layer_met3.png
The bar under the picture is 20 µm long.
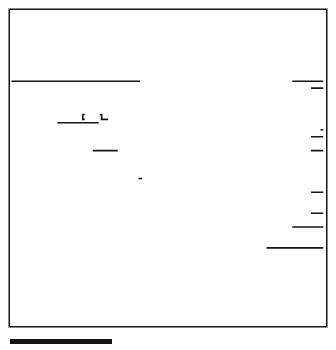
logic_types.png
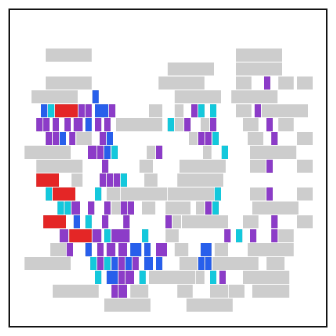
congestion.png
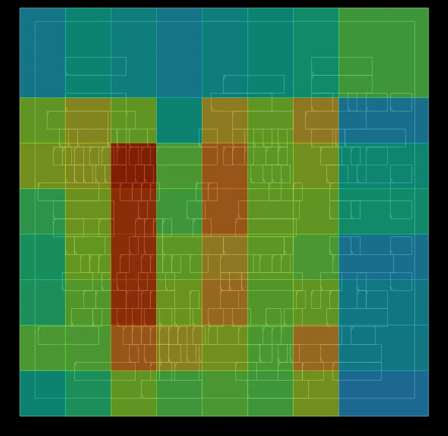
layer_met2.png
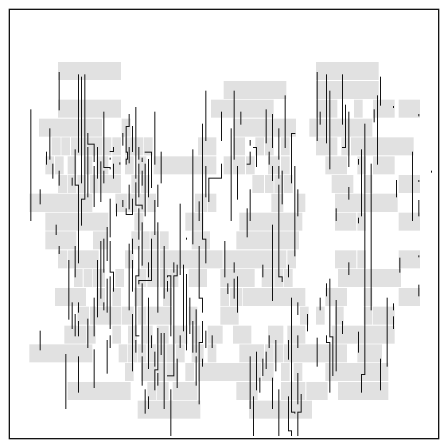
Design mc_serial_rx_flat, sky130hd; sources not shown.
==> qor.txt <==
Final #Nets -> 190
Tool Warnings -> 29
Post-Synthesis Net Count -> 168
Gate power share -> 0.339
met1 wire length -> 1.11 mm
PD cells -> 1200 nW/µm²
post-synth top area cell -> dfrtp_1
die width -> 61.9 µm
antenna-violating nets left -> 0
GRT Residual Overflow -> 0
first-pass GRT wire length -> 4.22 mm
most common logic cell in the routed design -> nand2_1
Synth Warn # -> 0
P_seq -> 0.000929 W
metal2 WL -> 1.12 mm
Most common reg cell -> dfrtp_1
Worst Setup Path Type -> flip-flop to output port
Worst slew margin -> 0.805
PnR worst setup slack -> 70.7 ps
Synth Register Bits -> 28
CTS H-tree depth -> 1
CP delay by family, top -> flip-flops
layout cells sized above 1 -> 0.122
commonest cells in the netlist -> 50 x nand2_1, 28 x dfrtp_1, 22 x inv_1
Switch Pwr -> 0.000727 W
# Cells Yosys -> 159
dpl cell area -> 1570 µm²
fp_density -> 0.408
Clock power frac -> 0.176
Min Hold Slack -> 482 ps
via/cell ratio -> 4.54
status -> finished, final reports clean
Buf/Inv on CP -> 1
pre-CTS WS -> -87.9 ps
CP Depth -> 1
R2R setup slack -> 180 ps
Placed Cells -> 222
antenna violations before repair -> 0
Area leader share -> 0.523
## Picture notes: layer_met3.png
longest straight run = 24.8 µm
nets with wire on the layer = 14
share of all routed wire = 3.2%
main direction = horizontal
WL final: 2.33 mm
GR Util met3: 0.0248
via count: 1,027

## Picture notes: logic_types.png
nor cells -> blue  # cells 19
nand cells -> purple  # cells 61
fa/ha/maj cells -> red  # cells 5, where middle left
inv cells -> cyan  # cells 23
Post-Layout Cell Count: 226
Comb area share: 0.337

## Picture notes: congestion.png
gr busiest metal: met2
WL/cell: 10.3 µm
met2 usage: 0.262
final core utilization: 0.486
total track usage: 0.150

## Picture notes: layer_met2.png
nets with wire on the layer = 150
wire length on this layer = 1,120 µm
longest straight run = 36.2 µm
main direction = vertical

cells by family (layout without fill, tap and decap cells):
group           count (synthesis)  in the layout  share of synthesized area
buf+inv                        25             46                     0.0756
simple gates                   80             80                      0.248
compound gates                 20             20                     0.0999
xor+xnor                        1              1                    0.00654
fa+ha+maj                       5              5                     0.0467
flops                          28             28                      0.523
worst reg2reg max path, cell delays in order (launching register included):
cell,delay (ps)
dfrtp_1,450
ha_1,240
inv_1,100
nor2_1,60
nand2_2,70
nor2_2,40
inv_2,230
nand2_1,110
o21ai_2,70
area by class of cell:
cell class / count / area, µm² / share of cell area
repair buffers: 19 / 178 / 0.111
well taps: 46 / 57.6 / 0.0361
inverters: 23 / 86.3 / 0.0541
multi-input cells: 106 / 538 / 0.337
clock buffers: 4 / 36.3 / 0.0227
flip-flops and latches: 28 / 701 / 0.439
No activity file was given, so power comes from the tool's default toggle rates.
